## config.mk

```make
export PLATFORM = sky130hd
export DESIGN_NAME = keypad_scan
export DESIGN_NICKNAME = d
export VERILOG_FILES = /design/src/rtl/keypad_scan.sv
export SDC_FILE = /design/constraint.sdc
export NUM_CORES = 1
export LEC_CHECK = 0
export ABC_AREA = 1
export ABC_CLOCK_PERIOD_IN_PS = 3410
export CORE_ASPECT_RATIO = 1.1
export CORE_MARGIN = 10
export CORE_UTILIZATION = 55
export CTS_CLUSTER_SIZE = 14
export DETAILED_ROUTE_END_ITERATION = 8
export GPL_TIMING_DRIVEN = 0
export PLACE_DENSITY_LB_ADDON = 0.08
export SLEW_MARGIN = 20
export SYNTH_ARGS = -nofsm -noshare
export SYNTH_HDL_FRONTEND = slang
export SYNTH_SLANG_ARGS = --single-unit
```

## constraint.sdc

```tcl
create_clock -name sys_clk -period 3.41 [get_ports sys_clk]
set_clock_uncertainty 0.2 [all_clocks]
set_input_delay 0.341 -clock sys_clk [delete_from_list [all_inputs] [get_ports sys_clk]]
set_output_delay 0.341 -clock sys_clk [all_outputs]
set_load 0.01 [all_outputs]
```

## src/rtl/keypad_scan.sv

```systemverilog
// 4x4 matrix keypad scanner: column drive, row synchronisation, frame debounce,
// direction decode and new-press strobe with lowest-index key code.
module keypad_scan #(
    parameter int unsigned SCAN_DIV   = 50000,
    parameter int unsigned DEB_FRAMES = 4
) (
    input  logic        sys_clk,
    input  logic        sys_rst_n,
    input  logic [3:0]  row_n,
    output logic [3:0]  col_n,
    output logic [3:0]  mov,
    output logic        key_valid,
    output logic [3:0]  key_code,
    output logic [15:0] pressed
);

    localparam int unsigned   CntW   = (SCAN_DIV > 1) ? $clog2(SCAN_DIV) : 1;
    localparam int unsigned   DebW   = $clog2(DEB_FRAMES + 1);
    localparam logic [CntW-1:0] CntMax = CntW'(SCAN_DIV - 1);
    localparam logic [DebW-1:0] DebMax = DebW'(DEB_FRAMES);

    logic [3:0]      r_sync1;
    logic [3:0]      r_sync2;
    logic [3:0]      w_row_act;
    logic [CntW-1:0] r_cnt;
    logic            w_tick;
    logic [1:0]      r_col;
    logic [1:0]      w_col_next;
    logic [3:0]      r_col_n;
    logic [15:0]     r_snap;
    logic [15:0]     w_snap_next;
    logic [15:0]     r_prev;
    logic [DebW-1:0] r_stable;
    logic [DebW-1:0] w_stable_next;
    logic            w_frame_end;
    logic [15:0]     r_pressed;
    logic [15:0]     r_pressed_prev;
    logic [15:0]     w_new;
    logic [3:0]      w_low_idx;
    logic [3:0]      r_mov;
    logic            r_key_valid;
    logic [3:0]      r_key_code;

    // Rows are asynchronous to sys_clk; idle (released) level is all-ones.
    always_ff @(posedge sys_clk or negedge sys_rst_n) begin
        if (!sys_rst_n) begin
            r_sync1 <= 4'hF;
            r_sync2 <= 4'hF;
        end else begin
            r_sync1 <= row_n;
            r_sync2 <= r_sync1;
        end
    end

    assign w_row_act  = ~r_sync2;
    assign w_tick     = (r_cnt == CntMax);
    assign w_col_next = r_col + 2'd1;

    always_ff @(posedge sys_clk or negedge sys_rst_n) begin
        if (!sys_rst_n) begin
            r_cnt   <= '0;
            r_col   <= 2'd0;
            r_col_n <= 4'b1110;
        end else if (w_tick) begin
            r_cnt   <= '0;
            r_col   <= w_col_next;
            r_col_n <= ~(4'b0001 << w_col_next);
        end else begin
            r_cnt   <= r_cnt + CntW'(1);
        end
    end

    // Snapshot with the current column's rows merged in; at frame end this is the full frame.
    always_comb begin
        w_snap_next = r_snap;
        for (int r = 0; r < 4; r++) begin
            w_snap_next[{r[1:0], r_col}] = w_row_act[r];
        end
    end

    assign w_frame_end = w_tick && (r_col == 2'd3);

    always_comb begin
        if (w_snap_next == r_prev) begin
            w_stable_next = (r_stable == DebMax) ? r_stable : r_stable + DebW'(1);
        end else begin
            w_stable_next = DebW'(1);
        end
    end

    always_ff @(posedge sys_clk or negedge sys_rst_n) begin
        if (!sys_rst_n) begin
            r_snap    <= '0;
            r_prev    <= '0;
            r_stable  <= '0;
            r_pressed <= '0;
        end else if (w_tick) begin
            r_snap <= w_snap_next;
            if (w_frame_end) begin
                r_prev   <= w_snap_next;
                r_stable <= w_stable_next;
                if (w_stable_next == DebMax) begin
                    r_pressed <= w_snap_next;
                end
            end
        end
    end

    assign w_new = r_pressed & ~r_pressed_prev;

    always_comb begin
        w_low_idx = 4'd0;
        for (int k = 15; k >= 0; k--) begin
            if (w_new[k]) begin
                w_low_idx = 4'(k);
            end
        end
    end

    always_ff @(posedge sys_clk or negedge sys_rst_n) begin
        if (!sys_rst_n) begin
            r_pressed_prev <= '0;
            r_mov          <= 4'd0;
            r_key_valid    <= 1'b0;
            r_key_code     <= 4'd0;
        end else begin
            r_pressed_prev <= r_pressed;
            // Keys '2','8','4','6' map to up, down, left, right.
            r_mov          <= {r_pressed[1], r_pressed[9], r_pressed[4], r_pressed[6]};
            r_key_valid    <= |w_new;
            if (|w_new) begin
                r_key_code <= w_low_idx;
            end
        end
    end

    assign col_n     = r_col_n;
    assign mov       = r_mov;
    assign key_valid = r_key_valid;
    assign key_code  = r_key_code;
    assign pressed   = r_pressed;

endmodule

```

==> images/pdn.png <==
Scale bar: 20 um. Pins as bars on the die edge. Tap cells in gray.
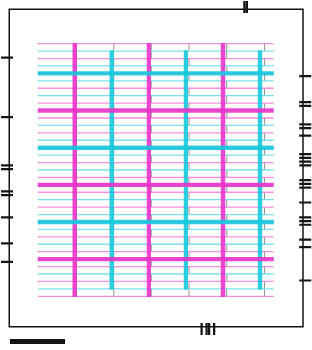
[VSS] magenta
[VDD] cyan
tap cells: 108
signal pins: 35
met1 rails: 35
met5 straps: 6
Peak VDD IR: 0.000233 V
Die X: 107 um
CORE AREA: 8000 um2

==> images/cell_classes.png <==
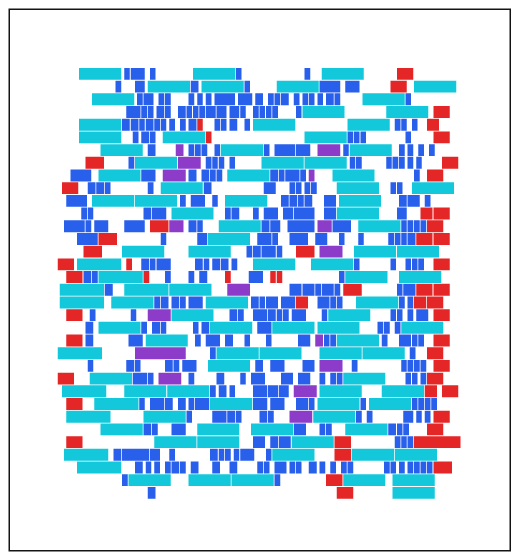
[all other logic] blue | cells: 371 | share of their area: 36%
[flip-flops] cyan | cells: 102 | share of their area: 50%
[other buffers and delay cells] red | cells: 54 | share of their area: 9.9%
[clock drivers and dummy loads] purple | cells: 16 | share of their area: 3.9%

==> images/clock_map.png <==
Scale bar: 20 um.
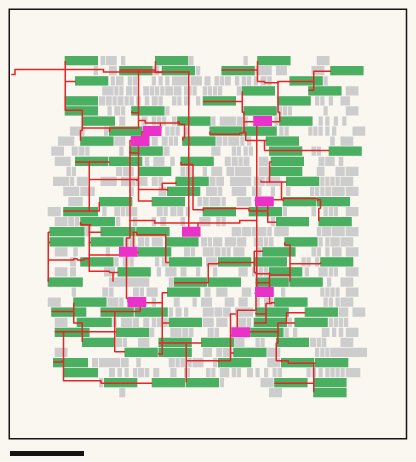
[clock wires] red | length: 1080 um
[flip-flops] green | count: 102
[cells driving clock nets] magenta | count: 9
routed clock nets: 10
Clock group: 0.000753 W
worst skew pair latency: 0.35 ns
power share of the clock group: 0.373

==> flow_summary.json <==
{
  "power.share.sequential": 0.605,
  "cts_tree": "done",
  "vias_per_cell": 4.99,
  "largest_area_cell": "dfrtp_1",
  "synth-main-ff-cell": "dfrtp_1",
  "cap_violations": 0,
  "ff_count": 102,
  "areaGrowthSynthToFinish_pct": 15.6,
  "endpoint_kind": "flip-flop",
  "worstPathRequired_ns": 3.45,
  "grt_busiest_layer": "met2",
  "n_antenna_cell": 0,
  "power_leader": "sequential cells",
  "cts_inserted_buffers": 9,
  "drtPass1Iterations": 4,
  "top_area_frac": 0.497,
  "yosysUniqueCellTypes": 32,
  "logic_gates": 321,
  "p_int_w": 0.00159,
  "wl_met3_um": 408,
  "p_per_area_nw_per_um2": 382,
  "worst_slack_ns": 0.551,
  "final_util": 0.662,
  "final-seq-area_um2": 2570,
  "first_iter_violations": 193,
  "fin_cells": 651,
  "synth_stat.cells": 491,
  "clock_sinks": 102,
  "pwr-share-comb": 0.022,
  "dominant-cell-class": "registers",
  "area_leaders": "dfrtp_1 (50%), nand2_1 (12%), dfstp_2 (6.3%)",
  "use_met1": 0.189,
  "hold_path_end": "r_sync2[2]",
  "antenna_found_initial": 0,
  "comb_area_um2": 1690,
  "p_sw_w": 0.000426,
  "dp.cells": 634,
  "ys_sh_xor": 0.0440,
  "nets": 552,
  "holdCritPathClass": "reg2reg",
  "top_layer_used": "met4",
  "max_freq_mhz": 350,
  "place.gp.congestion": 0.826,
  "seq_power_w": 0.00122,
  "cp_cell_sequence": "inv_1, ha_1, buf_6, o21ai_1, nand2_1, a21oi_1, nand3b_1, nor2_2, nand2_2, nor3_4, nand2_4, buf_6, nand2_1, nand2_1",
  "lay_top_count": "nand2_1",
  "ctsHtreeMaxLevel": 3,
  "slew_viol_final": 0,
  "finalSetupViolCount": 0,
  "yosys_warnings": 0,
  "crit_start": "r_col[0]",
  "rr_worst_depth": 14,
  "status": "finished clean",
  "logic_family": "simple AND/OR/NAND/NOR gates",
  "most_common_cell": "nand2_1",
  "use_met2": 0.238,
  "synth-adder-area-share": 0.0219,
  "portBuffers": 34,
  "post_cts_resized": 0,
  "clkTransAtPathRegs_ns": 0.09,
  "warning_count": 31,
  "dr_wl_met2_mm": 4.01,
  "clkCellAreaFrac": 0.0376,
  "fin_total_pwr_w": 0.00202,
  "comb_cell_power_w": 0.0000450,
  "crit_path_frequent_cell": "nand2_1",
  "leakage_nw": 2.59,
  "ys_seq_share": 0.561,
  "crit_path_start_kind": "flip-flop",
  "grt_first_pass_wirelength_mm": 14.9,
  "path_depth": 14,
  "buffer_area_frac": 0.0965,
  "tightest_slew_ns": 0.742,
  "ys_chip_area_um2": 4580,
  "place_area_um2": 5080,
  "common_cells": "nand2_1 (141), dfrtp_1 (91), inv_1 (49)",
  "critPathKind": "reg2reg",
  "wl_per_cell_um": 13.1,
  "initial_core_util": 0.572,
  "hpwlAfterDp_mm": 6.31,
  "min_period_ns": 2.86,
  "die_area_um2": 12400,
  "cp_slowest_cell": "dfrtp_1",
  "drt-met1-wl_mm": 4.00,
  "synth.area.mux_share": 0,
  "clock-root-buffer": "clkbuf_8",
  "ys_ff": 102,
  "ys_sh_aoi": 0.0926,
  "synth_nets": 505,
  "maxSlewHeadroom": 0.501,
  "r2r-start": "r_col[0]",
  "critPathMaxFanout": 10,
  "place_worst_setup_slack_ns": 0.588,
  "arrival_ns": 2.90,
  "crit_family": "simple AND/OR/NAND/NOR gates",
  "holdPathStages": 0,
  "syn_inst": 491,
  "track_usage": 0.148,
  "whs_ns": 0.160,
  "ant_nets": 0,
  "syn_area_per_cell_um2": 9.32,
  "fin_setup_tns_ns": 0,
  "clockBufferCount": 11,
  "syn_area_um2": 4580,
  "inv_count": 50,
  "synth-edff-count": 0,
  "simple_gate_share": 0.211,
  "max_stage_delay_ns": 0.43,
  "tapCellCount": 108,
  "crit_path_end": "pressed[8]",
  "seq_share": 0.485,
  "finalCritPeriodShare": 0.838,
  "path_buffers": 3,
  "vias": 3250,
  "synth-async-reset-ratio": 1.00,
  "min_from": "r_sync1[2]",
  "design_area_um2": 5290,
  "n_all_buffers": 54,
  "grt_setup_unrepaired": "false",
  "drc": 0,
  "swShare": 0.211,
  "grt_pass1_vias": 3232,
  "cts_hold_buf": 1,
  "grt_max_degree": 54,
  "grt_use_met3": 0.0350
}
Power is estimated from default activity; no workload was simulated.
